===== src/rtl/alu_sequencer_if.sv =====
// Handshake and datapath-control bundle between the instruction source,
// the alu_sequencer controller and the register-file/shifter/ALU datapath.
interface alu_sequencer_if;
    logic        s;
    logic [15:0] instr;
    logic        w;
    logic [2:0]  readnum;
    logic [2:0]  writenum;
    logic        write;
    logic        vsel;
    logic [15:0] sximm8;
    logic        loada;
    logic        loadb;
    logic        loadc;
    logic        loads;
    logic        asel;
    logic [1:0]  shift;
    logic [1:0]  ALUop;
    logic        bad;

    // Controller side: accepts the start handshake, drives every datapath control.
    modport master (
        input  s, instr,
        output w, readnum, writenum, write, vsel, sximm8,
               loada, loadb, loadc, loads, asel, shift, ALUop, bad
    );

    // Harness/datapath side.
    modport slave (
        output s, instr,
        input  w, readnum, writenum, write, vsel, sximm8,
               loada, loadb, loadc, loads, asel, shift, ALUop, bad
    );
endinterface


===== src/rtl/alu_sequencer.sv =====
// Multi-cycle Moore controller: latches one 16-bit instruction on a start
// handshake, decodes it and steps the datapath through read, execute and
// write-back, then returns to idle with w=1.
module alu_sequencer (
    input  logic            clk,
    input  logic            reset_n,
    alu_sequencer_if.master bus
);

    typedef enum logic [2:0] {
        S_WAIT   = 3'd0,
        S_DECODE = 3'd1,
        S_GETA   = 3'd2,
        S_GETB   = 3'd3,
        S_EXEC   = 3'd4,
        S_WBACK  = 3'd5,
        S_WIMM   = 3'd6,
        S_BAD    = 3'd7
    } state_t;

    state_t      state_q, state_d;
    logic [15:0] ir_q, ir_d;

    logic [2:0] opcode;
    logic [1:0] op;
    logic [2:0] rn, rd, rm;
    logic [1:0] sh;
    logic       is_mov_imm, is_mov_reg, is_alu, is_mvn, is_cmp;

    assign opcode = ir_q[15:13];
    assign op     = ir_q[12:11];
    assign rn     = ir_q[10:8];
    assign rd     = ir_q[7:5];
    assign sh     = ir_q[4:3];
    assign rm     = ir_q[2:0];

    assign is_mov_imm = (opcode == 3'b110) && (op == 2'b10);
    assign is_mov_reg = (opcode == 3'b110) && (op == 2'b00);
    assign is_alu     = (opcode == 3'b101);
    assign is_mvn     = is_alu && (op == 2'b11);
    assign is_cmp     = is_alu && (op == 2'b01);

    // State and instruction register; reset aborts any instruction in flight.
    always_ff @(posedge clk or negedge reset_n) begin
        if (!reset_n) begin
            state_q <= S_WAIT;
            ir_q    <= '0;
        end else begin
            state_q <= state_d;
            ir_q    <= ir_d;
        end
    end

    // Next-state decode; IR only loads when a start is accepted in WAIT.
    always_comb begin
        state_d = state_q;
        ir_d    = ir_q;
        case (state_q)
            S_WAIT: begin
                if (bus.s) begin
                    ir_d    = bus.instr;
                    state_d = S_DECODE;
                end
            end
            S_DECODE: begin
                if (is_mov_imm)               state_d = S_WIMM;
                else if (is_mov_reg || is_mvn) state_d = S_GETB;
                else if (is_alu)              state_d = S_GETA;
                else                          state_d = S_BAD;
            end
            S_GETA:  state_d = S_GETB;
            S_GETB:  state_d = S_EXEC;
            S_EXEC:  state_d = is_cmp ? S_WAIT : S_WBACK;
            S_WBACK: state_d = S_WAIT;
            S_WIMM:  state_d = S_WAIT;
            S_BAD:   state_d = S_WAIT;
            default: state_d = S_WAIT;
        endcase
    end

    // Moore outputs decoded from state and IR only.
    always_comb begin
        bus.w        = 1'b0;
        bus.readnum  = '0;
        bus.writenum = '0;
        bus.write    = 1'b0;
        bus.vsel     = 1'b0;
        bus.loada    = 1'b0;
        bus.loadb    = 1'b0;
        bus.loadc    = 1'b0;
        bus.loads    = 1'b0;
        bus.asel     = 1'b0;
        bus.shift    = '0;
        bus.ALUop    = '0;
        bus.bad      = 1'b0;
        bus.sximm8   = {{8{ir_q[7]}}, ir_q[7:0]};
        case (state_q)
            S_WAIT: bus.w = 1'b1;
            S_GETA: begin
                bus.readnum = rn;
                bus.loada   = 1'b1;
            end
            S_GETB: begin
                bus.readnum = rm;
                bus.loadb   = 1'b1;
            end
            S_EXEC: begin
                bus.loadc = 1'b1;
                bus.shift = sh;
                if (is_alu) begin
                    bus.ALUop = op;
                end else begin
                    bus.ALUop = 2'b00;
                    bus.asel  = 1'b1;
                end
                bus.loads = is_cmp;
            end
            S_WBACK: begin
                bus.writenum = rd;
                bus.vsel     = 1'b0;
                bus.write    = 1'b1;
            end
            S_WIMM: begin
                bus.writenum = rn;
                bus.vsel     = 1'b1;
                bus.write    = 1'b1;
            end
            S_BAD: bus.bad = 1'b1;
            default: ;
        endcase
    end

endmodule


===== src/flat_wrapper.sv =====
// flat-port wrapper written by rule: the top's interface ports become plain ports
module alu_sequencer_flat 
  (clk, reset_n, bus_s, bus_instr, bus_w, bus_readnum, bus_writenum, bus_write, bus_vsel, bus_sximm8, bus_loada, bus_loadb, bus_loadc, bus_loads, bus_asel, bus_shift, bus_ALUop, bus_bad);
  alu_sequencer_if bus_i ();
  input  logic clk;
  input  logic reset_n;
  input wire logic [$bits(bus_i.s)-1:0] bus_s;
  input wire logic [$bits(bus_i.instr)-1:0] bus_instr;
  output wire logic [$bits(bus_i.w)-1:0] bus_w;
  output wire logic [$bits(bus_i.readnum)-1:0] bus_readnum;
  output wire logic [$bits(bus_i.writenum)-1:0] bus_writenum;
  output wire logic [$bits(bus_i.write)-1:0] bus_write;
  output wire logic [$bits(bus_i.vsel)-1:0] bus_vsel;
  output wire logic [$bits(bus_i.sximm8)-1:0] bus_sximm8;
  output wire logic [$bits(bus_i.loada)-1:0] bus_loada;
  output wire logic [$bits(bus_i.loadb)-1:0] bus_loadb;
  output wire logic [$bits(bus_i.loadc)-1:0] bus_loadc;
  output wire logic [$bits(bus_i.loads)-1:0] bus_loads;
  output wire logic [$bits(bus_i.asel)-1:0] bus_asel;
  output wire logic [$bits(bus_i.shift)-1:0] bus_shift;
  output wire logic [$bits(bus_i.ALUop)-1:0] bus_ALUop;
  output wire logic [$bits(bus_i.bad)-1:0] bus_bad;
  assign bus_i.s = bus_s;
  assign bus_i.instr = bus_instr;
  assign bus_w = bus_i.w;
  assign bus_readnum = bus_i.readnum;
  assign bus_writenum = bus_i.writenum;
  assign bus_write = bus_i.write;
  assign bus_vsel = bus_i.vsel;
  assign bus_sximm8 = bus_i.sximm8;
  assign bus_loada = bus_i.loada;
  assign bus_loadb = bus_i.loadb;
  assign bus_loadc = bus_i.loadc;
  assign bus_loads = bus_i.loads;
  assign bus_asel = bus_i.asel;
  assign bus_shift = bus_i.shift;
  assign bus_ALUop = bus_i.ALUop;
  assign bus_bad = bus_i.bad;
  alu_sequencer u_core (.clk(clk), .reset_n(reset_n), .bus(bus_i));
endmodule

===== config.mk =====
export PLATFORM = sky130hd
export DESIGN_NAME = alu_sequencer_flat
export DESIGN_NICKNAME = d
export VERILOG_FILES = /design/src/rtl/alu_sequencer_if.sv /design/src/rtl/alu_sequencer.sv /design/src/flat_wrapper.sv
export SDC_FILE = /design/constraint.sdc
export NUM_CORES = 1
export LEC_CHECK = 0
export CORE_ASPECT_RATIO = 0.7
export CORE_MARGIN = 2
export CORE_UTILIZATION = 25
export CTS_CLUSTER_DIAMETER = 50
export DETAILED_ROUTE_END_ITERATION = 8
export PLACE_DENSITY = 0.51
export SYNTH_ARGS = -nofsm -noshare
export SYNTH_HDL_FRONTEND = slang
export SYNTH_SLANG_ARGS = --single-unit

===== constraint.sdc =====
create_clock -name clk -period 1.9 [get_ports clk]
set_input_delay 0.38 -clock clk [delete_from_list [all_inputs] [get_ports clk]]
set_output_delay 0.38 -clock clk [all_outputs]
set_load 0.1 [all_outputs]

==> run_1/congestion.png <==
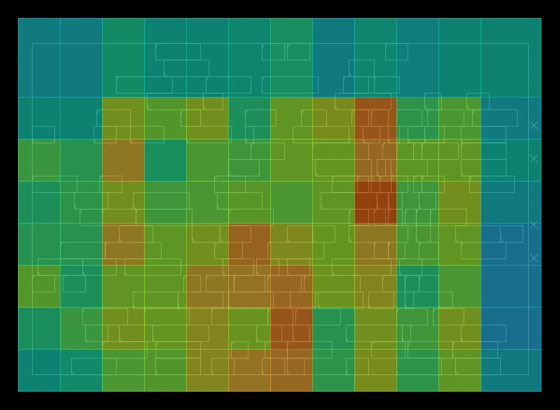
met2 usage: 20.1%
GR peak layer: met2
fin util: 49.0%
GRT Total Usage: 12.1%
mean routed wirelength per cell: 14.4 um

==> run_1/flops_by_reg.png <==
The bar under the picture is 20 um long. Other cells in grey.
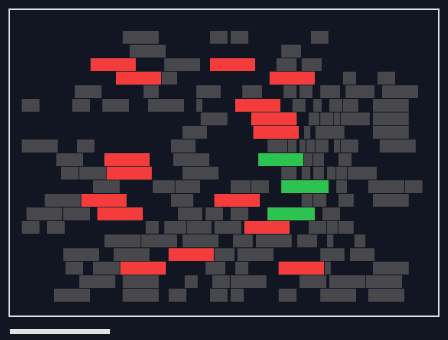
- u_core.ir_q: red (flops 16)
- u_core.state_q: green (flops 3)

==> GITHUB_STEP_SUMMARY, run 1 <==
## Implementation flow summary

| Metric | Value |
|---|---|
| # resized after CTS | 7 |
| Post-synthesis cell area | between 1000 and 1500 um^2 |
| DRT iter0 DRCs | 21 |
| Drc violations | 4 |
| RSZ-0062 raised after global routing | true |
| Cell with the most instances after synthesis | dfrtp_1 |
| Hold_buf cts | 0 |
| And+or+nand+nor area frac | between 15 and 20% |
| Congestion Overflow GR | 0 |
| Ys cells | 105 |
| First-pass GRT wire length | ~4700 um |
| Yosys Chip Area | about 1200 um^2 |
| M1 WL | 1380 um |
| Reg2reg path depth | 4 |
| Postcts setup bufs | 4 |
| Worst-path clk slew | 0.07 ns |
| Post-route ant nets | 0 |
| Pin count of the biggest net entering global routing | 20 |
| Die width | between 80 and 90 um |
| Failing checks | design-rule violations |
| Final instance area | 2170 um^2 |
| Worst hold path class | in2async |
| Cell count along the critical path | 4 |
| Met1 global-route usage | ~16% |
| Synthesis-to-finish area growth | 85.4% |
| Clk_lat worst skew | 0.25 ns |
| Clock tree buffer depth | 2 |
| XOR/XNOR share of the synthesized area | 0% |
| Dominant comb cell | multiplexers |
| Worst-path fanout max | 7 |
| Worst Setup SP | u_core.state_q[0]$_DFFE_PN0P_ |
| Worst path arrival time | around 1.5 ns |
| Crit path max-delay family | simple AND/OR/NAND/NOR gates |
| Crit path to | bus_writenum[1] |
| Floorplan Nets | ~120 |
| Syn_area_per_cell | around 11 um^2 |
| Worst slew margin | between 70 and 80% |
| FP Core Util | 26.4% |
| Setup CP Type | reg2out |
| Antenna diode instance count | 0 |
| Status | finished, violations left |
| Clock root cell | clkbuf_8 |
| Compound Share, Synth | under 10% |
| Dominant flop cell | dfrtp_1 |
| Share of cells above drive strength 1 | 59.3% |
| Vias in the first global route | between 900 and 1000 |
| Chip area | between 5000 and 6000 um^2 |
| Reg2reg end | u_core.ir_q[13]$_DFFE_PN0P_ |
| Initial antenna violation count | 0 |
| CTS tree | done |
| Seq share, synth | 40.6% |
| Row cnt | 20 |
| Register Area | ~480 um^2 |
| CP endpoint kind | primary output |
| Hpwl dp | approximately 2400 um |
| Min Hold Slack | 0.458 ns |
| Area leader, netlist | dfrtp_1 |
| Tool Warnings | 28 |
| Placed Area | a little over 2000 um^2 |
| Vias post-DR | 873 |
| Post-synth EDFFs | 0 |
| Final period util | 96.7% |
| Fin cells | 205 |
| Place WS | roughly 0.14 ns |
| Adder Share, Synth | 0% |
| Asr flop ratio synth | 100% |
| Commonest cells in the netlist | dfrtp_1, buf_4, mux2_4 |
| Skew final | around 0.0028 ns |
==> run_1/io_fan.png <==
The bar under the picture is 20 um long.
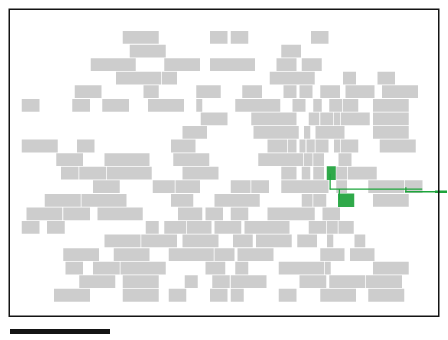
- bus_s: green (direction input; end cells 2; buffers 1; wire 30.1 um)
PortBufs: 53
# IOs: 54

run 1: placed cells by master (no fill, tap or decap), types with 2 or more instances in the layout:
cell,instances
nor3_4,4
nor2_1,4
buf_4,11
mux2_2,6
clkbuf_8,3
dfrtp_2,2
nand2b_1,3
mux2_4,10
a22oi_2,3
and2_1,2
buf_12,33
nor2b_4,5
inv_1,2
mux2i_1,3
nor2_4,3
and2_4,4
dfrtp_1,17
clkdlybuf4s50_1,18
o21ai_0,4
run 1: registers in the layout, indices dropped and copies added (netlist names):
register	cells
u_core.state_q	3
u_core.ir_q	16
run 1: area by class of cell:
type | count | share of cell area (%)
Timing Repair Buffer | 62 | 42.5
Multi-Input combinational cell | 62 | 29.5
Sequential cell | 19 | 22.0
Tap cell | 55 | 3.17
Clock buffer | 4 | 2.07
Inverter | 3 | 0.692
==> run_1/wires.png <==
Two of the layers only.
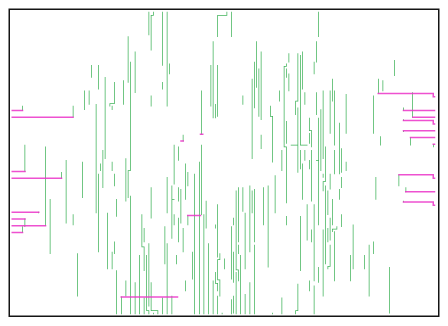

--- run 2 (diff from run 1) ---
--- a/config.mk
+++ b/config.mk
@@ -6,7 +6,6 @@
 export NUM_CORES = 1
 export LEC_CHECK = 0
 export CORE_ASPECT_RATIO = 0.7
-export CORE_MARGIN = 2
 export CORE_UTILIZATION = 25
 export CTS_CLUSTER_DIAMETER = 50
 export DETAILED_ROUTE_END_ITERATION = 8
==> run_2/wires.png <==
Two of the layers only.
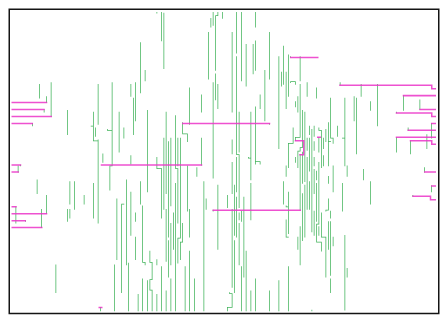
- metal 3: magenta (wire length 171 um)
- metal 2: green (wire length 1420 um)
mean routed wirelength per cell: 14.2 um
vias post-DR: 904
GRT Total Usage: 12.3%

==> GITHUB_STEP_SUMMARY, run 2 <==
## Implementation flow summary

| Metric | Value |
|---|---|
| Adder Share, Synth | 0% (unchanged) |
| XOR/XNOR share of the synthesized area | 0% (unchanged) |
| Cell with the most instances after synthesis | dfrtp_1 |
| Row cnt | 20 (unchanged) |
| Post-synthesis cell area | 1170 um^2 (unchanged) |
| Most instantiated logic cells after routing | buf_12, clkdlybuf4s50_1, dfrtp_1 |
| Crit path max-delay family | simple AND/OR/NAND/NOR gates |
| And+or+nand+nor area frac | 17.5% (unchanged) |
| Hpwl dp | 2270 um (-5.7%) |
| Status | finished, violations left |
| Tool Warnings | 27 (-3.6%) |
| Final period util | 98.2% (+1.6 points) |
| Chip area | 4970 um^2 (-5.5%) |
| Yosys Chip Area | 1170 um^2 (unchanged) |
| Reg2reg path depth | 5 (+1) |
| Syn_area_per_cell | 11.2 um^2 (unchanged) |
| Post-route ant nets | 0 (unchanged) |
| Area leader, netlist | dfrtp_1 |
| Worst slew margin | 76.0% (-1.3 points) |
| Fin cells | 206 (+0.49%) |
| CP endpoint kind | primary output |
| GR peak layer | met2 |
| Clock root cell | clkbuf_8 |
| Setup CP Type | reg2out |
| Cell count along the critical path | 4 (unchanged) |
| Drc violations | 9 (+5) |
| Failing checks | design-rule violations |
| Pin count of the biggest net entering global routing | 20 (unchanged) |
| Met1 global-route usage | 15.7% (-0.44 points) |
| Floorplan Nets | 124 (unchanged) |
| First-pass GRT wire length | 4650 um (-0.90%) |
| Fin util | 49.8% (+0.79 points) |
| Worst Setup SP | u_core.state_q[0]$_DFFE_PN0P_ |
| Synthesis-to-finish area growth | 88.4% |
| Die width | 83.8 um (-2.3%) |
| Dominant comb cell | multiplexers |
| Post-synth EDFFs | 0 (unchanged) |
| Skew final | 0.000683 ns (-0.00210 ns) |
| Met2 usage | 20.4% (+0.29 points) |
| Worst hold path class | in2async |
| Worst-path fanout max | 6 (-1) |
| Asr flop ratio synth | 100% (unchanged) |
| Ys cells | 105 (unchanged) |
| Commonest cells in the netlist | dfrtp_1, buf_4, mux2_4 |
| Compound Share, Synth | 4.81% (unchanged) |
| Place WS | 0.119 ns (-0.0168 ns) |
| Final instance area | 2210 um^2 (+1.6%) |
| Antenna diode instance count | 0 (unchanged) |
| PortBufs | 53 (unchanged) |
| Dominant flop cell | dfrtp_1 |
| Worst-path clk slew | 0.07 ns (about the same) |
| Vias in the first global route | 948 (+3.5%) |
| Min Hold Slack | 0.458 ns (+0.000342 ns) |
| Max reg flops | 16 (unchanged) |
| FP Core Util | 26.4% (unchanged) |
| Crit path to | bus_writenum[2] |
| Placed Area | 2090 um^2 (+1.6%) |
-- run 2: timing repair --
item	in CTS	in global routing
gates resized	5	5
hold buffers	0	0
setup buffers	5	0
setup endpoints to repair	11	7
-- run 2: area by class of cell --
cell class	instances	area, um^2	area share [%]
repair buffers	63	956	43.3
multi-input cells	62	642	29.1
well taps	55	68.8	3.12
clock inverters	1	5.00	0.227
clock buffers	3	41.3	1.87
inverters	3	15.0	0.681
flip-flops and latches	19	478	21.7
